==> run_1/sizes.png <==
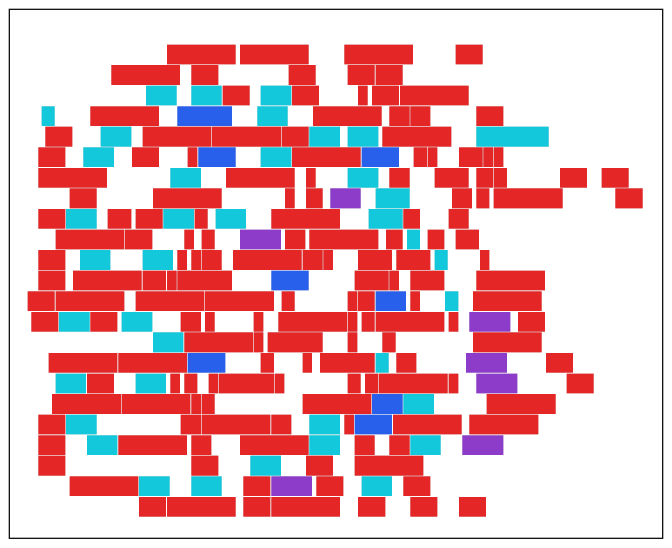
==> run_1/clk_routes.png <==
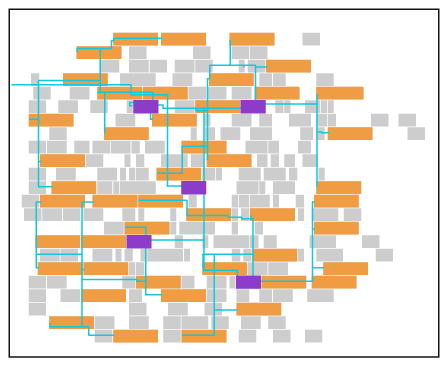
==> run_1/clocks.png <==
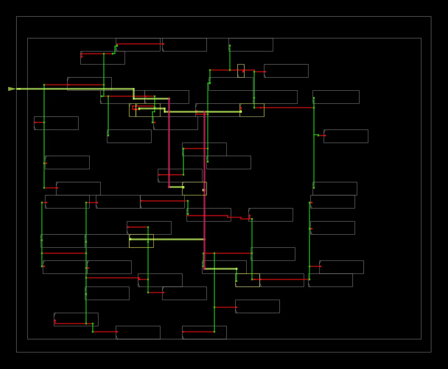
[src/rtl/s_rbs12_seq_pkg.sv]
// Shared types and sizing helpers for the multi-cycle arithmetic blocks.
package arith_seq_pkg;

  localparam int DEF_N     = 12;
  localparam int DEF_CHUNK = 4;

  typedef enum logic [1:0] {
    IDLE = 2'd0,
    BUSY = 2'd1,
    DONE = 2'd2
  } state_t;

  function automatic int nchunks(input int n, input int chunk);
    return n / chunk;
  endfunction

  // One spare bit so the chunk index never wraps while counting chunks.
  function automatic int idx_width(input int n, input int chunk);
    return $clog2(n / chunk) + 1;
  endfunction

endpackage

[src/rtl/s_rbs12_seq_if.sv]
// Operand/result handshake bundle for the sequential subtractor.
interface s_rbs12_seq_if #(
  parameter int N = arith_seq_pkg::DEF_N
);
  logic         in_valid;
  logic         in_ready;
  logic [N-1:0] a;
  logic [N-1:0] b;
  logic         out_valid;
  logic         out_ready;
  logic [N:0]   diff;
  logic         busy;

  modport master (
    output in_valid, a, b, out_ready,
    input  in_ready, out_valid, diff, busy
  );

  modport slave (
    input  in_valid, a, b, out_ready,
    output in_ready, out_valid, diff, busy
  );
endinterface

[src/rtl/s_rbs12_seq_fs_chunk.sv]
// Combinational ripple-borrow subtractor over one chunk: d = a - b - bin.
module fs_chunk #(
  parameter int W = 4
) (
  input  logic [W-1:0] a,
  input  logic [W-1:0] b,
  input  logic         bin,
  output logic [W-1:0] d,
  output logic         bout
);

  logic br;

  always_comb begin
    br = bin;
    d  = '0;
    for (int i = 0; i < W; i++) begin
      d[i] = a[i] ^ b[i] ^ br;
      br   = (~a[i] & b[i]) | (~(a[i] ^ b[i]) & br);
    end
    bout = br;
  end

endmodule

[src/rtl/s_rbs12_seq.sv]
// Signed subtractor producing an overflow-free (N+1)-bit a - b, CHUNK bits per clock.
module s_rbs12_seq
  import arith_seq_pkg::*;
#(
  parameter int N     = DEF_N,
  parameter int CHUNK = DEF_CHUNK
) (
  input  logic          clk,
  input  logic          rst_n,
  s_rbs12_seq_if.slave  bus
);

  localparam int NCH   = nchunks(N, CHUNK);
  localparam int IDX_W = idx_width(N, CHUNK);

  generate
    if (N < 2 || CHUNK < 1 || CHUNK > N || (N % CHUNK) != 0) begin : g_bad_param
      $error("s_rbs12_seq: CHUNK must divide N, with 1 <= CHUNK <= N and N >= 2");
    end
  endgenerate

  state_t             state_q;
  logic [N-1:0]       a_q;
  logic [N-1:0]       b_q;
  logic               borrow_q;
  logic [IDX_W-1:0]   idx_q;
  logic [N:0]         diff_q;
  logic               in_ready_q;
  logic               out_valid_q;
  logic               busy_q;

  logic [CHUNK-1:0]   a_parts [NCH];
  logic [CHUNK-1:0]   b_parts [NCH];
  logic [CHUNK-1:0]   a_chunk;
  logic [CHUNK-1:0]   b_chunk;
  logic [CHUNK-1:0]   d_chunk;
  logic               bout_chunk;
  logic               last_chunk;

  genvar gi;
  generate
    for (gi = 0; gi < NCH; gi++) begin : g_parts
      assign a_parts[gi] = a_q[gi*CHUNK +: CHUNK];
      assign b_parts[gi] = b_q[gi*CHUNK +: CHUNK];
    end
  endgenerate

  // Compare-based mux keeps the wider index from addressing past the last chunk.
  always_comb begin
    a_chunk = '0;
    b_chunk = '0;
    for (int k = 0; k < NCH; k++) begin
      if (idx_q == IDX_W'(k)) begin
        a_chunk = a_parts[k];
        b_chunk = b_parts[k];
      end
    end
  end

  assign last_chunk = (idx_q == IDX_W'(NCH - 1));

  fs_chunk #(.W(CHUNK)) u_fs_chunk (
    .a    (a_chunk),
    .b    (b_chunk),
    .bin  (borrow_q),
    .d    (d_chunk),
    .bout (bout_chunk)
  );

  always_ff @(posedge clk or negedge rst_n) begin
    if (!rst_n) begin
      state_q     <= IDLE;
      a_q         <= '0;
      b_q         <= '0;
      borrow_q    <= 1'b0;
      idx_q       <= '0;
      diff_q      <= '0;
      in_ready_q  <= 1'b1;
      out_valid_q <= 1'b0;
      busy_q      <= 1'b0;
    end else begin
      case (state_q)
        IDLE: begin
          if (bus.in_valid && in_ready_q) begin
            a_q        <= bus.a;
            b_q        <= bus.b;
            borrow_q   <= 1'b0;
            idx_q      <= '0;
            in_ready_q <= 1'b0;
            busy_q     <= 1'b1;
            state_q    <= BUSY;
          end
        end
        BUSY: begin
          for (int k = 0; k < NCH; k++) begin
            if (idx_q == IDX_W'(k)) begin
              diff_q[k*CHUNK +: CHUNK] <= d_chunk;
            end
          end
          borrow_q <= bout_chunk;
          idx_q    <= idx_q + IDX_W'(1);
          if (last_chunk) begin
            // Sign bit of the widened result: sign(a) - sign(b) - borrow into bit N.
            diff_q[N]   <= a_q[N-1] ^ b_q[N-1] ^ bout_chunk;
            out_valid_q <= 1'b1;
            busy_q      <= 1'b0;
            state_q     <= DONE;
          end
        end
        DONE: begin
          if (bus.out_ready) begin
            out_valid_q <= 1'b0;
            in_ready_q  <= 1'b1;
            state_q     <= IDLE;
          end
        end
        default: begin
          state_q     <= IDLE;
          in_ready_q  <= 1'b1;
          out_valid_q <= 1'b0;
          busy_q      <= 1'b0;
        end
      endcase
    end
  end

  assign bus.in_ready  = in_ready_q;
  assign bus.out_valid = out_valid_q;
  assign bus.diff      = diff_q;
  assign bus.busy      = busy_q;

endmodule

[src/flat_wrapper.sv]
// flat-port wrapper written by rule: the top's interface ports become plain ports
module s_rbs12_seq_flat import arith_seq_pkg::*;
#(
  parameter int N     = DEF_N,
  parameter int CHUNK = DEF_CHUNK
)
  (clk, rst_n, bus_in_valid, bus_a, bus_b, bus_out_ready, bus_in_ready, bus_out_valid, bus_diff, bus_busy);
  s_rbs12_seq_if #(.N(N)) bus_i ();
  input  logic clk;
  input  logic rst_n;
  input wire logic [$bits(bus_i.in_valid)-1:0] bus_in_valid;
  input wire logic [$bits(bus_i.a)-1:0] bus_a;
  input wire logic [$bits(bus_i.b)-1:0] bus_b;
  input wire logic [$bits(bus_i.out_ready)-1:0] bus_out_ready;
  output wire logic [$bits(bus_i.in_ready)-1:0] bus_in_ready;
  output wire logic [$bits(bus_i.out_valid)-1:0] bus_out_valid;
  output wire logic [$bits(bus_i.diff)-1:0] bus_diff;
  output wire logic [$bits(bus_i.busy)-1:0] bus_busy;
  assign bus_i.in_valid = bus_in_valid;
  assign bus_i.a = bus_a;
  assign bus_i.b = bus_b;
  assign bus_i.out_ready = bus_out_ready;
  assign bus_in_ready = bus_i.in_ready;
  assign bus_out_valid = bus_i.out_valid;
  assign bus_diff = bus_i.diff;
  assign bus_busy = bus_i.busy;
  s_rbs12_seq #(.N(N), .CHUNK(CHUNK)) u_core (.clk(clk), .rst_n(rst_n), .bus(bus_i));
endmodule
[config.mk]
export PLATFORM = sky130hd
export DESIGN_NAME = s_rbs12_seq_flat
export DESIGN_NICKNAME = d
export VERILOG_FILES = /design/src/rtl/s_rbs12_seq_pkg.sv /design/src/rtl/s_rbs12_seq_if.sv /design/src/rtl/s_rbs12_seq_fs_chunk.sv /design/src/rtl/s_rbs12_seq.sv /design/src/flat_wrapper.sv
export SDC_FILE = /design/constraint.sdc
export NUM_CORES = 1
export LEC_CHECK = 0
export CAP_MARGIN = 30
export CORE_ASPECT_RATIO = 0.8
export CORE_MARGIN = 2
export CORE_UTILIZATION = 40
export DETAILED_ROUTE_END_ITERATION = 12
export GPL_ROUTABILITY_DRIVEN = 0
export GPL_TIMING_DRIVEN = 0
export PLACE_DENSITY = 0.71
export SYNTH_ARGS = -nofsm -noshare
export SYNTH_HDL_FRONTEND = slang
export SYNTH_HIERARCHICAL = 1
export SYNTH_SLANG_ARGS = --single-unit
[constraint.sdc]
create_clock -name clk -period 9.58 [get_ports clk]
set_input_delay 1.916 -clock clk [delete_from_list [all_inputs] [get_ports clk]]
set_output_delay 1.916 -clock clk [all_outputs]
set_load 0.05 [all_outputs]
==> flow_summary.json, run 1 <==
{
  "routedWlPerCell_um": 14.80,
  "synth_cells": 166,
  "critPathSlowestCell": "clkdlybuf4s50_1",
  "via_per_inst": 4.900,
  "initialDrtViolationCount": 54,
  "ys_cells": 166,
  "clockPowerShare_pct": 34.2,
  "grt_pass1_wl_um": 7196,
  "globalRouteTotalUtil_pct": 15.36,
  "seq-cell-share_pct": 41.69,
  "layout_top_cell": "dfrtp_1",
  "ys_sh_adder_pct": 6.012,
  "p_switching_w": 0.00006462,
  "dieWidth_um": 86.25,
  "nonClockInverterCount": 12,
  "p_leak_nw": 1.316,
  "comb_cells": 102,
  "hold_start": "u_core/bus.out_valid",
  "yosysTopAreaCellShare_pct": 52.02,
  "status": "finished, final reports clean",
  "comb-cell-share_pct": 33.45,
  "p_seq_share_pct": 60.7,
  "warnings": 29,
  "busiest_layer": "met2",
  "p_comb_share_pct": 5.0,
  "xor_share_pct": 1.214,
  "clk_pin_slew_worst_paths_ns": 0.08,
  "yosys_warnings": 6,
  "cpPeakStageDelay_ns": 0.81,
  "synth-simple-area-share_pct": 7.630,
  "ys_types": 29,
  "crit_fanout": 5,
  "top_power_group": "sequential cells",
  "arrival_ns": 1.66,
  "r2r_start": "u_core/idx_q[0]",
  "well_tap_count": 62,
  "rows": 23,
  "cts_resized": 0,
  "worstSetupStartpoint": "u_core/bus.in_ready",
  "cts_hold_buf": 0
}
-- sizes.png (at the start) --
size	color	cells	share
_0 and _1 cells	red	163	75%
_3 and _4 cells	purple	7	3.2%
_2 cells	cyan	39	18%
_6 and larger	blue	8	3.7%

-- clk_routes.png (at the start) --
[clock wires] cyan | length: 545 µm
[clock drivers] purple | count: 5
[flip-flops] orange | count: 46
routed clock nets	6

-- clocks.png (at the start) --
Clk Latency, worst-skew pair: 0.29 ns
Clock Skews: 0.003668 ns

[run 1: synthesized netlist by cell type, drive strengths merged]
cell    number
inv         12
o21ai        4
and2         1
dfrtp       45
a21o         2
buf          6
xor2         1
o31ai        1
nor2        13
nand2        3
ha           4
nor2b        2
o21a         1
o22a         1
and2b        1
and4bb       1
xnor2        2
nor3b        2
fa           4
nand2b       2
nand3b       2
mux2        37
dfstp        1
a21oi        9
a22oi        8
or3          1
[run 1: sequential cells by signal, indices dropped and copies added, names as in the netlist]
signal	count
u_core/bus.in_ready	1
u_core/idx_q	3
u_core/b_q	12
u_core/a_q	12
u_core/state_q	2
u_core/bus.busy	1
u_core/bus.diff	13
u_core/borrow_q	1
u_core/bus.out_valid	1
[run 1: worst register-to-register path, delay by kind of cell, from the launching register on]
kind | cells | cell delay [ns]
compound gates | 2 | 0.42
simple gates | 1 | 0.52
buf+inv | 4 | 0.31
xor+xnor | 2 | 0.28
fa+ha+maj | 5 | 1.25
mux | 1 | 0.26
flops | 1 | 0.42
[run 1: per-layer routing]
layer	part of all wire (%)	routed length, µm	vias up
li1	-	-	669
met1	49	2018	661
met2	45	1838	31
met3	5.4	221	6
met4	1.2	51	0
met5	0	0	-
[run 1: per-stage QoR]
step | worst slack (ns) | cell area [µm²] | total power (W) | hold WS (ns) | instances
after floorplan | 6.438 | 2165 | 0.0001985 | 0.4810 | 166
after global placement | 5.308 | 2673 | 0.0002137 | 0.4773 | 271
after detailed placement | 6.027 | 2688 | 0.0002143 | 0.4872 | 272
after CTS | 5.965 | 2764 | 0.0003263 | 0.5057 | 279
after global routing | 5.716 | 2764 | 0.0003355 | 0.5272 | 279
final | 5.999 | 2764 | 0.0003193 | 0.4949 | 279
==> run_1/layer_met1.png <==
Supply wires on this layer in gray. Cells faint in the background.
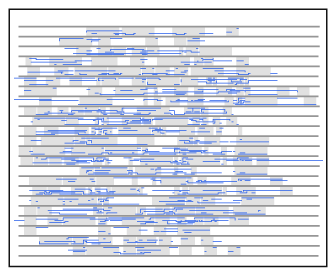

## Run 2: what changed since run 1
- clock period: 9.58 -> 3.5 ns (I/O delays scaled with it)
==> run_2/layer_met1.png <==
Supply wires on this layer in gray. Cells faint in the background.
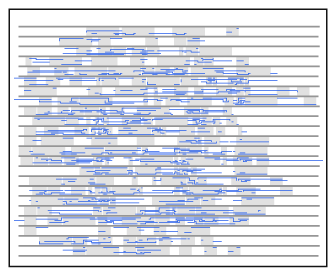
share of all routed wire	49%
wire length on this layer	2080 µm
main direction	horizontal
longest straight run	26.7 µm

==> run 2 against run 1 <==
Cell count is 0.72% higher. Register-to-register slack worse by 5.8 ns. Design area is 1.4% higher. Via count is 1.2% higher. Flip-flop count stayed put. Hold slack worse by 0.13 ns. Largest cell class unchanged. First-iteration DRC count is 7.4% lower. Global-route usage stayed put. Synthesized cell count stayed put. Clock skew hardly changed. Non-clock buffer count is 2 higher. Routed wire length is 1.8% higher.
==> flow_summary.json, run 2 <==
{
  "postPlaceCellArea_um2": 2688,
  "clock-sinks": 46,
  "globalRouteTotalUtil_pct": 15.36,
  "stdcell_count": 281,
  "cpPeakStageDelay_ns": 0.42,
  "warnings": 29,
  "yosys_warnings": 6,
  "synth_cells": 166,
  "tritoncts": "built",
  "final_area_um2": 2803,
  "cts_hold_buf": 0,
  "dieWidth_um": 86.25,
  "holdWs_ns": 0.3604,
  "finalHoldViolCount": 0,
  "worst_pin_slew_ns": 0.5196,
  "rows": 23,
  "flop_cell": "dfrtp_1",
  "via_per_inst": 4.925,
  "p_switching_w": 0.0001784,
  "p_comb_share_pct": 5.0,
  "path_buffers": 6,
  "postSynthAreaPerCell_um2": 13.04,
  "largest_reg_flops": 13,
  "arrival_ns": 3.45,
  "critPathSlowestCell": "dfrtp_1",
  "clockPowerShare_pct": 34.3,
  "ys_cells": 166,
  "ys_types": 29,
  "synthTopCellsByCount": "dfrtp_1 (45), mux2_2 (31), inv_1 (12), nor2_1 (12), a21oi_1 (9)",
  "top_cells_by_area": "dfrtp_1 (52%), mux2_2 (16%), mux2_4 (4.2%), fa_1 (3.7%), a22oi_1 (2.8%)",
  "r2r_cells": 16,
  "layout_setup_ws_ns": 0.2267,
  "clk_pin_slew_worst_paths_ns": 0.08,
  "place_ws_ns": -0.05299,
  "p_leak_nw": 1.339,
  "grt_pass1_wl_um": 7196,
  "power_density_nw_per_um2": 312.4,
  "synth.most_common_cell": "dfrtp_1",
  "top_power_group": "sequential cells",
  "async_reset_ff_share_pct": 100.0,
  "clkLatencyLatePin_ns": 0.29,
  "cts_resized": 1,
  "skew_ns": 0.003321,
  "yosysTopAreaCellShare_pct": 52.02,
  "p_seq_share_pct": 60.6,
  "layout_top_cell": "dfrtp_1",
  "status": "finished, final reports clean",
  "crit_fanout": 10
}
==> run_2/placement_by_type.png <==
Bar = 20 µm.
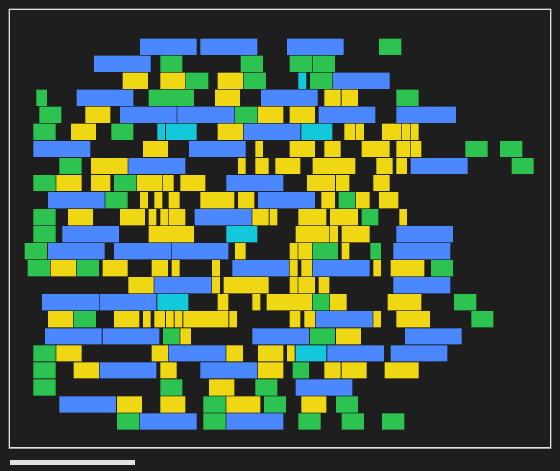
class	color	cells
combinational and other logic	yellow	114
flops	blue	46
other buffers and delay cells	green	52
clock drivers and dummy loads	cyan	7

[run 2: metal layers]
layer | routed length, µm | track usage [%] | vias to the layer above
met5 | 0 | 0 | -
met4 | 51 | 4.167 | 0
met3 | 218 | 4.881 | 6
met2 | 1859 | 23.43 | 29
met1 | 2075 | 21.17 | 676
li1 | - | - | 673
[run 2: layout make-up]
cell class              instances  area [µm²]  share of cell area [%]
well taps                      62       77.57                   2.768
repair buffers                 46       460.4                   16.43
plain buffers                   6       50.05                   1.786
flip-flops and latches         46        1152                   41.12
clock buffers                   7       76.32                   2.723
inverters                      12       45.04                   1.607
multi-input cells             102       940.9                   33.57
[run 2: path summary, 6_finish.rpt]
| check | to | slack (ns) | from |
|---|---|---|---|
| worst min register to register | u_core/bus.out_valid | 0.49 | u_core/bus.out_valid |
| worst min-delay path | u_core/bus.diff[12] | 0.36 | rst_n |
| worst max-delay path | u_core/bus.diff[12] | 0.23 | u_core/idx_q[0] |
| worst max register to register | u_core/bus.diff[12] | 0.23 | u_core/idx_q[0] |
| max in group asynchronous | u_core/bus.in_ready | 2.56 | rst_n |
| min in group clk | u_core/bus.out_valid | 0.49 | u_core/bus.out_valid |
[run 2: cells by family (layout without fill, tap and decap cells)]
logic type / count (synthesis) / after routing / synth area share (%)
flops: 46 / 46 / 53.24
mux: 37 / 37 / 20.29
simple gates: 28 / 28 / 7.630
compound gates: 26 / 26 / 7.572
buf+inv: 18 / 71 / 4.046
fa+ha+maj: 8 / 8 / 6.012
xor+xnor: 3 / 3 / 1.214
[run 2: stage by stage]
step                setup TNS, ns  total power, W
floorplan                       0       0.0005433
global placement          -0.1839       0.0005849
detailed placement        -0.1586       0.0005866
CTS                             0       0.0008930
global route                    0       0.0009182
finish                          0       0.0008756
==> run_2/clocks.png <==
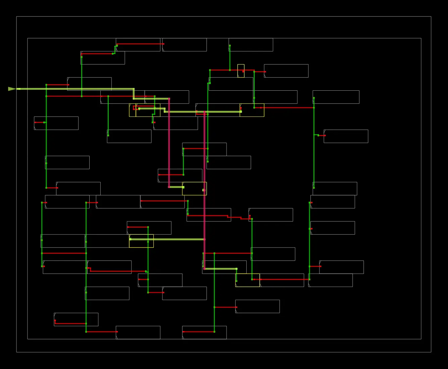

## Run 3: what changed since run 2
- MAX_ROUTING_LAYER: unset -> met4
- SLEW_MARGIN: unset -> 40
==> run_3/clocks.png <==
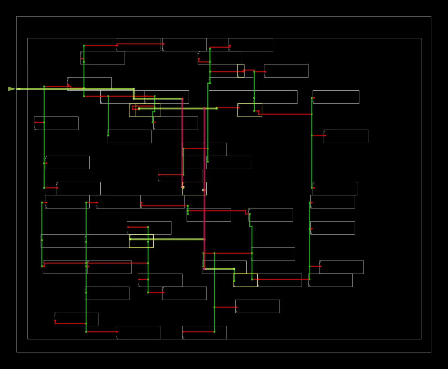
# clk buffers: 7
Power Clock: 0.000302 W
Clock Skews: 0.005718 ns
registers: 46

==> run 3 against run 2 <==
Sequential power about the same. Total power up 0.24%. Global-route usage up 0.48 points. Largest cell class unchanged.
==> flow_summary.json, run 3 <==
{
  "ys_sh_adder_pct": 6.012,
  "worst_pin_slew_ns": 0.5068,
  "status": "finished, final reports clean",
  "grt_pass1_wl_um": 7203,
  "r2r_start": "u_core/idx_q[0]",
  "clk_pin_slew_worst_paths_ns": 0.08,
  "async_reset_ff_share_pct": 100.0,
  "clkLatencyLatePin_ns": 0.29,
  "p_seq_share_pct": 60.5,
  "p_leak_nw": 1.340,
  "postSynthAreaPerCell_um2": 13.04,
  "xor_share_pct": 1.214,
  "arrival_ns": 3.50,
  "clock-sinks": 46,
  "setup_viol": 0,
  "via_per_inst": 5.050,
  "mux_area_share_pct": 20.29,
  "layout_setup_ws_ns": 0.1799,
  "p_comb_share_pct": 5.0,
  "fin_tns_setup_ns": 0,
  "rows": 23,
  "yosysTopAreaCellShare_pct": 52.02,
  "yosys_warnings": 6,
  "largest_reg_flops": 13,
  "place_ws_ns": -0.07619,
  "syn_area_um2": 2165,
  "clockPowerShare_pct": 34.5,
  "p_switching_w": 0.0001800,
  "top_power_group": "sequential cells",
  "synthTopCellsByCount": "dfrtp_1 (45), mux2_2 (31), inv_1 (12), nor2_1 (12), a21oi_1 (9)",
  "ys_types": 29,
  "synth_cells": 166,
  "top_logic_kind": "multiplexers",
  "ff2ff_setup_slack_ns": 0.18,
  "globalRouteTotalUtil_pct": 15.84,
  "flop_cell": "dfrtp_1",
  "stdcell_count": 281,
  "reg2reg_to": "u_core/bus.diff[12]",
  "total_power_w": 0.0008777,
  "tritoncts": "built",
  "synth-simple-area-share_pct": 7.630,
  "synth-compound-area-share_pct": 7.572,
  "ys_cells": 166,
  "crit_fanout": 10,
  "top_cells_by_area": "dfrtp_1 (52%), mux2_2 (16%), mux2_4 (4.2%), fa_1 (3.7%), a22oi_1 (2.8%)",
  "dieWidth_um": 86.25,
  "grt_overflow": 0,
  "synth.most_common_cell": "dfrtp_1",
  "warnings": 29,
  "power_density_nw_per_um2": 312.9
}
==> run_3/sizes.png <==
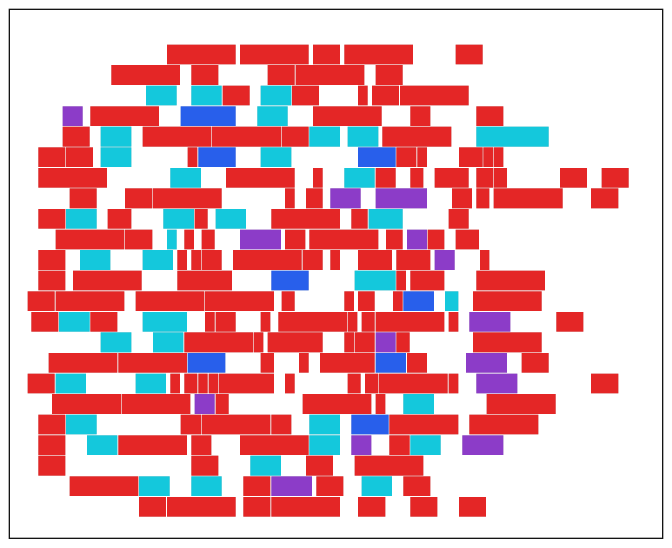
size	color	cells	share
_0 and _1 cells	red	160	73%
_2 cells	cyan	37	17%
_6 and larger	blue	8	3.7%
_3 and _4 cells	purple	14	6.4%

## run 3: cell types whose count changed in the layout (fill, tap and decap cells not counted)
cell	before	now
buf_4	2	3
buf_2	2	1
## run 3: worst max path at each step
stage,cells past startpoint,end,start,slack [ns]
after floorplan,15,u_core/bus.diff[12],u_core/idx_q[1],0.36
after global placement,15,u_core/bus.diff[12],u_core/idx_q[0],-0.05
after detailed placement,15,u_core/bus.diff[12],u_core/idx_q[1],-0.08
after CTS,15,u_core/bus.diff[12],u_core/idx_q[1],0.03
after global routing,16,u_core/bus.diff[12],u_core/idx_q[0],-0.001
final,16,u_core/bus.diff[12],u_core/idx_q[0],0.18
## run 3: final cells by class
type | instances | area [µm²]
Inverter | 12 | 45.04
Sequential cell | 46 | 1152
Multi-Input combinational cell | 102 | 940.9
Timing Repair Buffer | 46 | 462.9
Buffer | 6 | 50.05
Clock buffer | 7 | 76.32
Fill cell | 464 | 2317
Tap cell | 62 | 77.57
## run 3: worst max-delay path: cells and delay by family, from the launching register on
family                     cells  cell delay [ns]
adders and majority gates      5             1.28
buffers and inverters          6             0.71
DFF                            1             0.42
xor gates and xnor gates       2             0.27
muxes                          1             0.26
AOI/OAI and AO/OA              1             0.21
and+or+nand+nor                1             0.05
## run 3: through the flow
step	utilization (%)	instance area, µm²
finish	54.76	2805
global route	54.76	2805
detailed placement	52.52	2690
global placement	52.17	2673
floorplan	-	2165
CTS	54.13	2773
## run 3: timing repair
item,in CTS,in global routing
pin swaps,0,2
resized,1,6
setup endpoints to repair,4,4
buffers inserted,0,2
## run 3: per-layer routing
layer / vias up / global-route usage [%] / share of wire, %
met5: - / - / 0
met4: 0 / 4.167 / 1.2
met3: 6 / 3.929 / 4.1
met2: 44 / 23.43 / 45
met1: 698 / 21.92 / 50
li1: 671 / - / -
No activity file was given, so power comes from the tool's default toggle rates.
